==> config.mk <==
export PLATFORM = sky130hd
export DESIGN_NAME = alu_sequencer_flat
export DESIGN_NICKNAME = d
export VERILOG_FILES = /design/src/rtl/alu_sequencer_if.sv /design/src/rtl/alu_sequencer.sv /design/src/flat_wrapper.sv
export SDC_FILE = /design/constraint.sdc
export NUM_CORES = 1
export LEC_CHECK = 0
export CAP_MARGIN = 10
export CORE_ASPECT_RATIO = 0.7
export CORE_MARGIN = 2
export CORE_UTILIZATION = 39
export CTS_BUF_LIST = sky130_fd_sc_hd__clkbuf_4
export CTS_CLUSTER_DIAMETER = 80
export DETAILED_ROUTE_END_ITERATION = 8
export GPL_TIMING_DRIVEN = 0
export HOLD_SLACK_MARGIN = 0.1
export MAX_ROUTING_LAYER = met4
export PLACE_DENSITY = 0.84
export SETUP_SLACK_MARGIN = 0.15
export SLEW_MARGIN = 20
export SYNTH_ARGS = -nofsm -noshare
export SYNTH_HDL_FRONTEND = slang
export SYNTH_SLANG_ARGS = --single-unit
export TNS_END_PERCENT = 5
==> constraint.sdc <==
create_clock -name CLK -period 2.4 [get_ports CLK]
set_clock_uncertainty 0.15 [all_clocks]
set_input_delay 0.36 -clock CLK [delete_from_list [all_inputs] [get_ports CLK]]
set_output_delay 0.36 -clock CLK [all_outputs]
set_load 0.01 [all_outputs]
Figure 1. Cell sizes after repair.
Bar = 20 um.
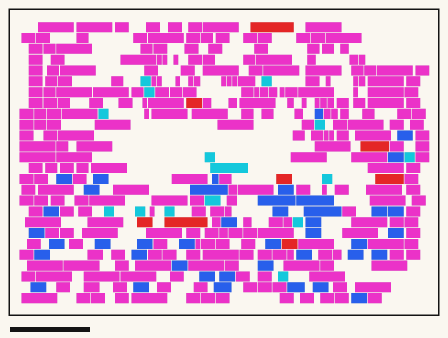
- drive 2: blue (cells 42; share 12%)
- drive 3 to 4: cyan (cells 15; share 4.2%)
- drive 6 and up: red (cells 8; share 2.3%)
- drive 1 or less: magenta (cells 289; share 82%)
final setup margin: 0.232 ns
Syn-to-layout area delta: 56.7%

Figure 2. Clock network drawn from the DEF.
Bar = 20 um.
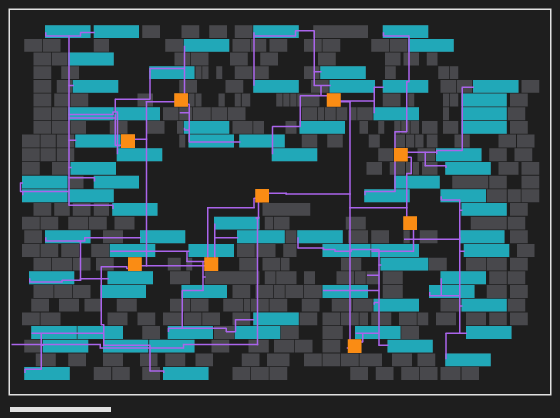
- flip-flops: cyan (count 74)
- cells driving clock nets: orange (count 9)
- clock wires: purple (length 914 um)
- routed clock nets: 10
- flops lie: spread over the die
clock network power consumption: 0.000834 W
source-to-sink clock delay at the later pin of the worst-skew pair: 0.40 ns
part of the power in the clock network: 0.157

Figure 3. Gate families picked out.
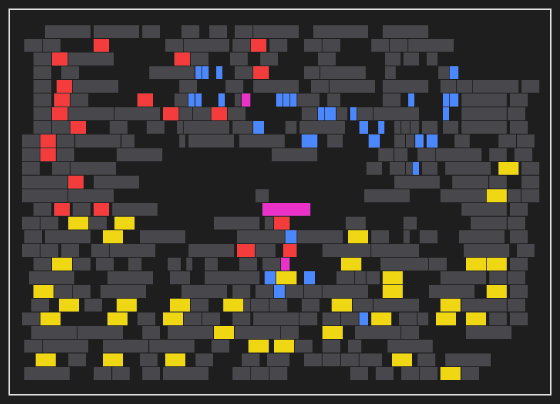
- NAND gates: blue (cells 30)
- inverting AOI/OAI gates: magenta (cells 3)
- AND-OR and OR-AND gates: red (cells 20)
- multiplexers: yellow (cells 36)
share of the final layout cell area in multi-input gates: 0.222
leading cell type in the layout, fill and taps excluded: clkdlybuf4s50_1
tally of non-filler cells in the final layout: 452

Figure 4. Clock nets.
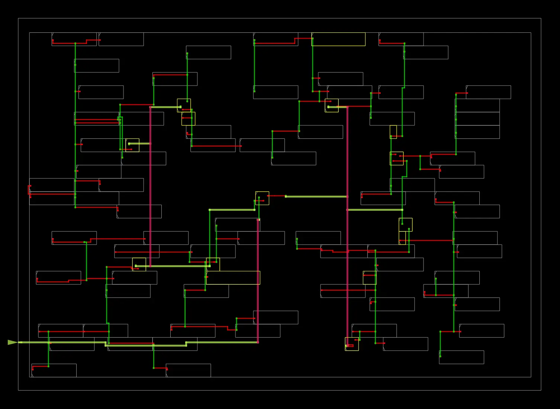
Num CTS Buffers: 9
clock buffers: 9

Figure 5. Sequential cells grouped by signal name.
Other sequential cells in the stronger grey, the rest of the logic in the fainter grey.
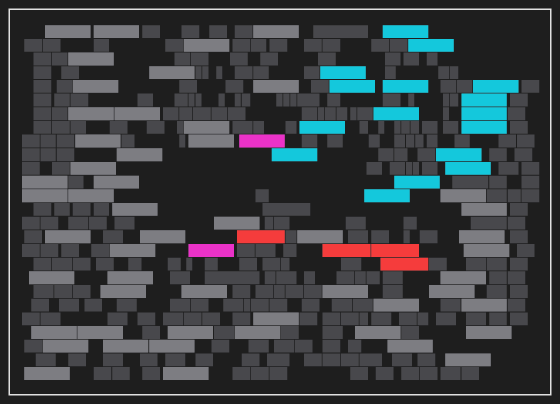
- u_core.bus.Out_OpCount: cyan (flops 16)
- u_core.bus.Out_ALUCtrl: red (flops 4)
- u_core.state_q: magenta (flops 2)
final core utilization: 0.628
footprint of the flip-flops and latches: 1860 um2

==> design notes <==
The flow ran to the end, and the final reports show no timing, DRC or antenna violations. Traced cell by cell, the critical path runs through clkdlybuf4s50_1, nor4_1, nand3_1, o2111ai_4, buf_6, mux2_2. The final timing report derives a shortest allowable period of 2.17 ns.

Starting DRC count in detailed routing: 42. Once placement completed, the tool counted placed cells totaling 435. The average size of a mapped cell came out at 14.2 um2. Ranking logic cells in the layout by count gives the top entries clkdlybuf4s50_1, dfrtp_1, mux2_2, a22o_1, nand2_1.

At the pin with the least slew margin, the transition time is 0.535 ns. Met2 wire length: 3330 um. The total overflow left after global routing is 0. The run gives 1 as the count of hold-fix buffers inserted at cts.

The area of the chip was 8200 um2. Total track usage: 0.189. Sorting the synthesized cells by area gives the leading types as dfrtp_1, mux2_2, a22o_1. Post-CTS clock slew at the launch and capture registers of the worst setup and hold paths: 0.11 ns.

The run gives 0.53 ns as the reg2reg setup slack. Per the post-synthesis report, the number of cells in the design is 205. The critical path's slowest stage uses the library cell clkdlybuf4s50_1. Setup repair after global routing could not meet its margin everywhere. Combinational power for this build is 0.00236 W.

The overall power after layout came out at 0.00532 W. The primary flip-flop cell chosen by synthesis mapping is dfrtp_1. With the effective utilization at floorplan at 0.401, the total clock sinks is 74. Cell internal power was estimated by the tool at 0.00367 W. The final worst-path cycle share works out to 0.903. In the setup report, the worst path falls into the class input pin to flip-flop. The width of the die is 107 um, and the sequential-to-total area share from yosys stat is 0.636. The power share of the combinational group is 0.444, and the peak per-stage delay on the critical path is 0.46 ns. The largest fanout on the critical path was 10.

The synthesized design spends more area on one cell type than any other, namely dfrtp_1. The H-tree was split into 3 levels. The highest routing layer actually used is met4. Per the post-run analysis, buffers plus inverters along the critical path come to 2. The final-layout fill cell count came out at 583. The number of global-route vias before repair was 2347; the number of warning messages in the logs was 28.
-- kinds of logic after synthesis --
logic type | share of synthesized area
compound gates | 0.0724
xor+xnor | 0.0450
fa+ha+maj | 0.00429
buf+inv | 0.0236
flops | 0.636
mux | 0.139
simple gates | 0.0797
-- worst register-to-register path: cells and delay by family (launching register included) --
| family | cells | cell delay, ns |
|---|---|---|
| xor gates and xnor gates | 1 | 0.14 |
| DFF | 1 | 0.47 |
| and+or+nand+nor | 3 | 1.04 |
-- area by class of cell --
| type | count | area share |
|---|---|---|
| buffer | 7 | 0.0126 |
| clock buffer | 9 | 0.0148 |
| clock inverter | 6 | 0.0181 |
| inverter | 3 | 0.00328 |
| multi-input combinational | 121 | 0.222 |
| sequential | 74 | 0.406 |
| tap | 98 | 0.0268 |
| timing repair buffer | 134 | 0.297 |
Power and IR drop assume default switching activity.
